### config.mk
export PLATFORM = sky130hd
export DESIGN_NAME = rf_writeback_queue
export DESIGN_NICKNAME = d
export VERILOG_FILES = /design/src/rtl/rf_writeback_queue.sv
export SDC_FILE = /design/constraint.sdc
export NUM_CORES = 1
export LEC_CHECK = 0
export ABC_AREA = 1
export ABC_CLOCK_PERIOD_IN_PS = 4300
export CAP_MARGIN = 20
export CORE_MARGIN = 1.5
export CORE_UTILIZATION = 55
export DETAILED_ROUTE_END_ITERATION = 6
export PLACE_DENSITY = 0.76
export REMOVE_ABC_BUFFERS = 1
export SLEW_MARGIN = 20
export SYNTH_ARGS = -nofsm -noshare
export SYNTH_HDL_FRONTEND = slang
export SYNTH_SLANG_ARGS = --single-unit
### constraint.sdc
create_clock -name clk -period 4.3 [get_ports clk]
set_input_delay 0.86 -clock clk [delete_from_list [all_inputs] [get_ports clk]]
set_output_delay 0.86 -clock clk [all_outputs]
set_load 0.01 [all_outputs]
### src/rtl/rf_writeback_queue.sv
// Write-back queue feeding the register file write port, with forwarding lookups.
// Optional build macro RF_WB_ZERO_DISCARD_EN drops pushes to register 0 and blocks reg-0 hits.
module rf_writeback_queue #(
  parameter int WIDTH    = 32,
  parameter int SELECTOR = 5,
  parameter int DEPTH    = 4
) (
  input  logic                       clk,
  input  logic                       rst,
  input  logic                       wr_valid_i,
  output logic                       wr_ready_o,
  input  logic [SELECTOR-1:0]        wr_reg_i,
  input  logic [WIDTH-1:0]           wr_data_i,
  input  logic                       stall_i,
  output logic                       Reg_Write_o,
  output logic [SELECTOR-1:0]        Write_Register_o,
  output logic [WIDTH-1:0]           Write_Data_o,
  input  logic [SELECTOR-1:0]        lookup_reg_1_i,
  input  logic [SELECTOR-1:0]        lookup_reg_2_i,
  output logic                       fwd_hit_1_o,
  output logic [WIDTH-1:0]           fwd_data_1_o,
  output logic                       fwd_hit_2_o,
  output logic [WIDTH-1:0]           fwd_data_2_o,
  output logic [$clog2(DEPTH):0]     count_o,
  output logic                       empty_o,
  output logic                       full_o
);

  localparam int PTR_W = $clog2(DEPTH);
  localparam int CNT_W = PTR_W + 1;

  logic [SELECTOR-1:0] ent_reg_r  [DEPTH];
  logic [WIDTH-1:0]    ent_data_r [DEPTH];
  logic [DEPTH-1:0]    ent_valid_r;
  logic [PTR_W-1:0]    wr_ptr_r;
  logic [PTR_W-1:0]    rd_ptr_r;
  logic [CNT_W-1:0]    count_r;

  logic push_s;
  logic store_s;
  logic pop_s;
  logic empty_s;
  logic full_s;

  assign empty_s    = (count_r == {CNT_W{1'b0}});
  assign full_s     = (count_r == CNT_W'(DEPTH));
  assign wr_ready_o = !full_s;
  assign push_s     = wr_valid_i && !full_s;
  assign pop_s      = !empty_s && !stall_i;

`ifdef RF_WB_ZERO_DISCARD_EN
  assign store_s = push_s && (wr_reg_i != {SELECTOR{1'b0}});
`else
  assign store_s = push_s;
`endif

  assign count_o = count_r;
  assign empty_o = empty_s;
  assign full_o  = full_s;

  // Scan from head (oldest) towards tail so the last match is the youngest.
  function automatic logic [WIDTH:0] fwd_lookup(input logic [SELECTOR-1:0] lk);
    logic [PTR_W-1:0] idx;
    logic [WIDTH:0]   res;
    res = {(WIDTH+1){1'b0}};
    for (int k = 0; k < DEPTH; k++) begin
      idx = rd_ptr_r + PTR_W'(k);
      if (ent_valid_r[idx] && (ent_reg_r[idx] == lk)) begin
        res = {1'b1, ent_data_r[idx]};
      end
    end
`ifdef RF_WB_ZERO_DISCARD_EN
    if (lk == {SELECTOR{1'b0}}) begin
      res = {(WIDTH+1){1'b0}};
    end
`endif
    return res;
  endfunction

  // Queue storage, pointers and occupancy.
  always_ff @(posedge clk) begin
    if (!rst) begin
      wr_ptr_r    <= {PTR_W{1'b0}};
      rd_ptr_r    <= {PTR_W{1'b0}};
      count_r     <= {CNT_W{1'b0}};
      ent_valid_r <= {DEPTH{1'b0}};
      for (int i = 0; i < DEPTH; i++) begin
        ent_reg_r[i]  <= {SELECTOR{1'b0}};
        ent_data_r[i] <= {WIDTH{1'b0}};
      end
    end else begin
      // Store and pop never hit the same slot: equal pointers mean empty or full.
      if (store_s) begin
        ent_reg_r[wr_ptr_r]   <= wr_reg_i;
        ent_data_r[wr_ptr_r]  <= wr_data_i;
        ent_valid_r[wr_ptr_r] <= 1'b1;
        wr_ptr_r              <= wr_ptr_r + PTR_W'(1);
      end
      if (pop_s) begin
        ent_valid_r[rd_ptr_r] <= 1'b0;
        rd_ptr_r              <= rd_ptr_r + PTR_W'(1);
      end
      case ({store_s, pop_s})
        2'b10:   count_r <= count_r + CNT_W'(1);
        2'b01:   count_r <= count_r - CNT_W'(1);
        default: count_r <= count_r;
      endcase
    end
  end

  // Register file write port driven from the head entry.
  always_comb begin
    Reg_Write_o      = 1'b0;
    Write_Register_o = {SELECTOR{1'b0}};
    Write_Data_o     = {WIDTH{1'b0}};
    if (!empty_s) begin
      Reg_Write_o      = !stall_i;
      Write_Register_o = ent_reg_r[rd_ptr_r];
      Write_Data_o     = ent_data_r[rd_ptr_r];
    end else begin
      Reg_Write_o      = 1'b0;
      Write_Register_o = {SELECTOR{1'b0}};
      Write_Data_o     = {WIDTH{1'b0}};
    end
  end

  // Forwarding ports for the two read-stage lookups.
  always_comb begin
    {fwd_hit_1_o, fwd_data_1_o} = fwd_lookup(lookup_reg_1_i);
    {fwd_hit_2_o, fwd_data_2_o} = fwd_lookup(lookup_reg_2_i);
  end

endmodule

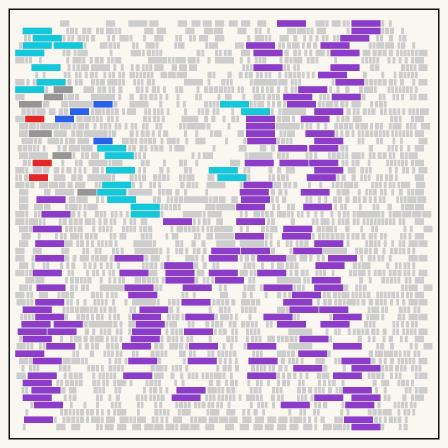
Fig. 1. Where the registers sit (run 1).
[blue] `ent_valid_r` | placed flops: 4 | where: upper left
[purple] `ent_data_r` | placed flops: 128 | where: widely spread
[cyan] `ent_reg_r` | placed flops: 20
[red] `count_o` | placed flops: 3
not colored: 6

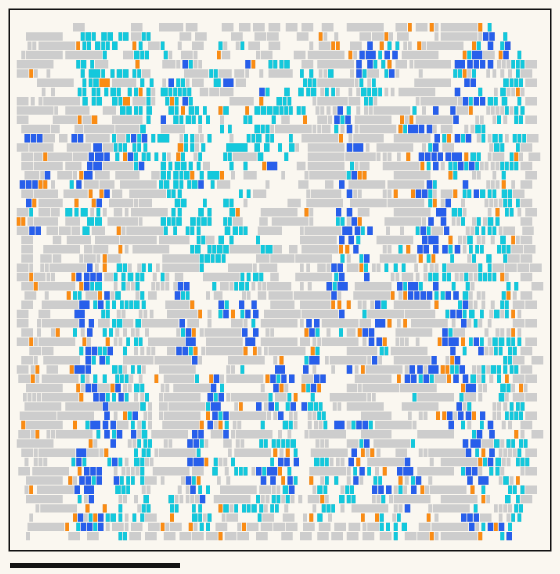
Fig. 2. Gate families picked out (run 1).
The bar under the picture is 50 um long.
[cyan] NAND gates | cells: 723 | where: widely spread
[blue] inverting AOI/OAI gates | cells: 323 | where: widely spread
[orange] inverters | cells: 196 | where: widely spread

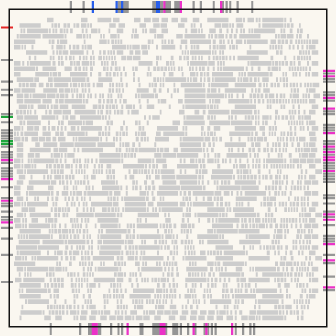
Fig. 3. Ports around the boundary (run 1).
Pins as bars across the die edge, other pins in gray.
[green] `count_o` | pins: 3 | direction: output | edge: left
[blue] `lookup_reg_1_i` | pins: 5 | direction: input | edge: top
[magenta] `fwd_data_2_o` | pins: 32 | direction: output | edge: 15 right, 10 bottom, 4 left, 3 top
[red] `clk` | pins: 1 | direction: input | edge: left
all pins by edge: 50 right, 40 bottom, 38 left, 33 top

==> flow_metrics.env, run 1 <==
# implementation run metrics
export IMPL_status="finished clean"
export IMPL_regArea_um2=4712
export IMPL_startpoint_type="flip-flop"
export IMPL_portBuffers=160
export IMPL_rows=56
export IMPL_vdd_drop_max_mv=0.7689
export IMPL_tool_warnings=33
export IMPL_die_area_um2=25190
export IMPL_inverters=196
export IMPL_logic_area_um2=7302
export IMPL_yosysTopAreaCellShare_pct=33.32
export IMPL_seq_area_frac_synth_pct=35.27
export IMPL_critPathArrivalTime_ns=3.29
export IMPL_post_synth_top_area_cell="edfxtp_1"
export IMPL_place_hpwl_um=27610
export IMPL_clockRootBuffer="clkbuf_16"
export IMPL_cts_sinks=161
export IMPL_fp_coreArea_um2=23610
export IMPL_crit_top_cell="nand2_1"
export IMPL_p_per_area_nw_per_um2=546.5
export IMPL_ys_cells=2136
export IMPL_tns_ns=0
export IMPL_die_w_um=158.7
export IMPL_met2_length_um=20660
export IMPL_wl_um=43210
export IMPL_wl_met3_um=4338
export IMPL_antenna_found_initial=0
export IMPL_fp_util_pct=56.49
export IMPL_clock_tree_area_fraction_pct=3.418
export IMPL_dr_pass1_iters=6
export IMPL_largest_register="ent_data_r"
export IMPL_hold_buffers=0
export IMPL_final_cells=2564
export IMPL_fin_skew_ns=0.008299
export IMPL_seq_area_share_pct=29.39
export IMPL_nClkBuffers=17
export IMPL_async_reset_ff_share_pct=0
export IMPL_crit_family="buffers and inverters"
export IMPL_crit_slowest_cell="clkdlybuf4s50_1"
export IMPL_gp_congestion=0.9242
export IMPL_cts_resized=3
export IMPL_topCellsByArea="edfxtp_1 33%, nand2_1 17%, nor2_1 15%"
export IMPL_cts_tree="built"
export IMPL_syn_cell_area_um2=13340
export IMPL_wl_met1_um=16890
export IMPL_clk_latency_ns=0.43
export IMPL_p_seq_share_pct=24.2
export IMPL_fin_util_pct=67.89
export IMPL_top_usage_layer="met2"
export IMPL_wl_per_cell_um=16.85
export IMPL_grt_use_met3_pct=4.206
export IMPL_drt_iter0_drc=1584
export IMPL_clockBufferDepth=2
export IMPL_final_cell_mix="582 x nand2_1, 533 x nor2_1, 189 x inv_1"
export IMPL_vias_per_cell=5.644
export IMPL_grtUsageTotal_pct=33.11
export IMPL_hold_slack_ns=0.5213
export IMPL_required_ns=3.44
export IMPL_worst_path_buf_inv=4
export IMPL_setup_viol=0
export IMPL_maxSlewViolCount=0
export IMPL_dp_cells=2521
export IMPL_max_freq_mhz=240.9
export IMPL_grt_pass1_wl_um=67230
run 1: final timing paths:
kind | startpoint | to | depth (start not counted)
max reg2reg | count_o[2]$_SDFFE_PN0P_ | ent_data_r[3][24]$_DFFE_PP_ | 11
min reg2reg | rd_ptr_r[0]$_SDFFE_PN0N_ | rd_ptr_r[0]$_SDFFE_PN0N_ | 1
max | rd_ptr_r[0]$_SDFFE_PN0N_ | fwd_data_1_o[4] | 15
min | rd_ptr_r[0]$_SDFFE_PN0N_ | rd_ptr_r[0]$_SDFFE_PN0N_ | 1
run 1: cell families after synthesis:
group                      count (synthesis)  synth area share [%]
AOI/OAI and AO/OA                        323                 13.15
xor gates and xnor gates                   6                0.3940
adders and majority gates                 10                0.9944
buffers and inverters                    338                 10.60
DFF                                      161                 35.27
muxes                                     32                 2.402
and+or+nand+nor                         1266                 37.19
==> inputs of run 2 (changes only) <==
CORE_MARGIN = unset   (was 1.5)
==> flow_metrics.env, run 2 <==
# implementation run metrics
export IMPL_status="complete, but fails checks"
export IMPL_violations="DRC"
export IMPL_final_cell_mix="582 x nand2_1, 534 x nor2_1, 188 x inv_1"
export IMPL_clock_tree_area_fraction_pct=3.791
export IMPL_p_seq_share_pct=23.5
export IMPL_setup_viol=0
export IMPL_tool_warnings=31
export IMPL_post_synth_top_area_cell="edfxtp_1"
export IMPL_wl_met1_um=16220
export IMPL_regArea_um2=4712
export IMPL_place_hpwl_um=27050
export IMPL_clockBufferDepth=2
export IMPL_drc=5
export IMPL_rr_endpoint="ent_reg_r[2][4]$_SDFFCE_PN0P_"
export IMPL_fp_util_pct=56.49
export IMPL_reg2regPathDepth=9
export IMPL_crit_slowest_cell="clkdlybuf4s50_1"
export IMPL_startpoint_type="input pin"
export IMPL_max_freq_mhz=239.9
export IMPL_p_per_area_nw_per_um2=558.0
export IMPL_hp_start="ent_valid_r[3]$_SDFF_PN0_"
export IMPL_syn_cell_area_um2=13340
export IMPL_met2_length_um=21310
export IMPL_tns_ns=0
export IMPL_dr_pass1_iters=7
export IMPL_gp_congestion=0.9692
export IMPL_crit_family="buffers and inverters"
export IMPL_fp_coreArea_um2=23610
export IMPL_hold_slack_ns=0.5191
export IMPL_vias_per_cell=5.707
export IMPL_hold_buffers=0
export IMPL_ys_cells=2136
export IMPL_grt_use_met3_pct=4.927
export IMPL_die_w_um=157.7
export IMPL_cts_tree="built"
export IMPL_min_to="ent_valid_r[3]$_SDFF_PN0_"
export IMPL_seq_area_frac_synth_pct=35.27
export IMPL_final_cells=2560
export IMPL_largest_register="ent_data_r"
export IMPL_logic_area_um2=7292
export IMPL_drt_iter0_drc=1819
export IMPL_hold_depth=2
export IMPL_grt_pass1_wl_um=67370
export IMPL_wl_met3_um=4712
export IMPL_fin_skew_ns=0.007430
export IMPL_grtUsageTotal_pct=35.00
export IMPL_required_ns=3.44
export IMPL_antenna_found_initial=0
export IMPL_clockRootBuffer="clkbuf_16"
export IMPL_inverters=195
export IMPL_nClkBuffers=18
export IMPL_cp_startpoint="lookup_reg_1_i[2]"
export IMPL_rows=56
export IMPL_yosysTopAreaCellShare_pct=33.32
export IMPL_vdd_drop_max_mv=0.5639
export IMPL_path_depth=13
export IMPL_topCellsByArea="edfxtp_1 33%, nand2_1 17%, nor2_1 15%"
export IMPL_wl_per_cell_um=17.14
export IMPL_cts_sinks=161
export IMPL_clk_latency_ns=0.43
export IMPL_top_usage_layer="met2"
run 2: cell counts after synthesis:
No cell type changed its count.
run 2: kinds of logic (layout without fill, tap and decap cells):
logic type	count (synthesis)	in the layout	synth area share (%)
AND/OR/NAND/NOR	1266	1266	37.19
buffers and inverters	338	443	10.60
AND-OR/OR-AND	323	323	13.15
flip-flops	161	161	35.27
multiplexers	32	32	2.402
adder cells (fa/ha/maj)	10	10	0.9944
XOR/XNOR	6	6	0.3940
run 2: timing repair:
| item | 4_1_cts | 5_1_grt |
|---|---|---|
| gates resized | 7 | 17 |
| setup endpoints to repair | 66 | 64 |
| setup buffers | 1 | 4 |
| gates cloned | 0 | 3 |
| pin swaps | 0 | 2 |
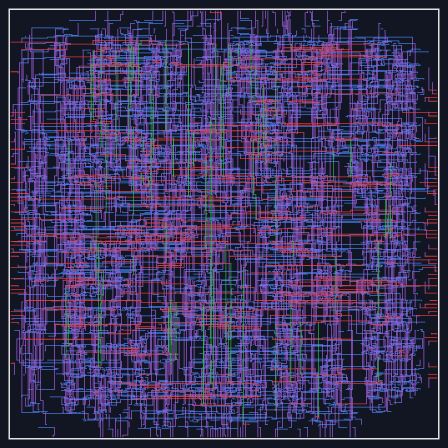
Fig. 4. Signal wires by layer (run 2).
[blue] met1 | wire length: 16200 um
[red] met3 | wire length: 4710 um
[purple] met2 | wire length: 21.3 mm
[green] met4 | wire length: 1640 um

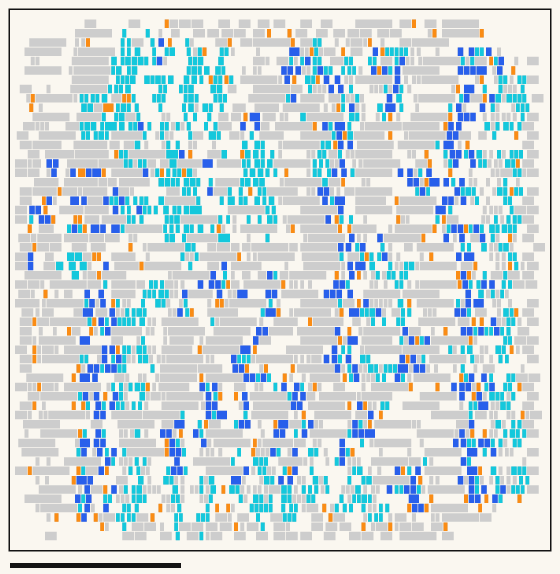
Fig. 5. Gate families picked out (run 2).
The bar under the picture is 50 um long.
[orange] inverters | cells: 195 | where: widely spread
[blue] inverting AOI/OAI gates | cells: 323 | where: widely spread
[cyan] NAND gates | cells: 723 | where: widely spread

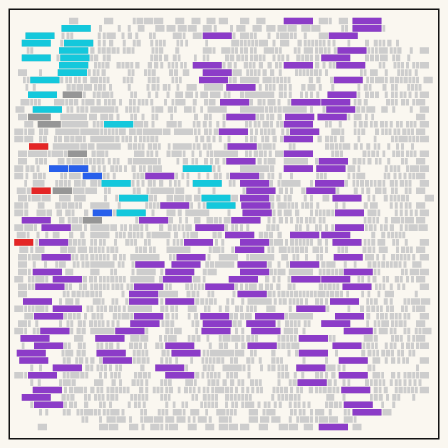
Fig. 6. Where the registers sit (run 2).
[cyan] `ent_reg_r` | placed flops: 20 | where: upper left
[purple] `ent_data_r` | placed flops: 128 | where: widely spread
[red] `count_o` | placed flops: 3
[blue] `ent_valid_r` | placed flops: 4
not colored: 6

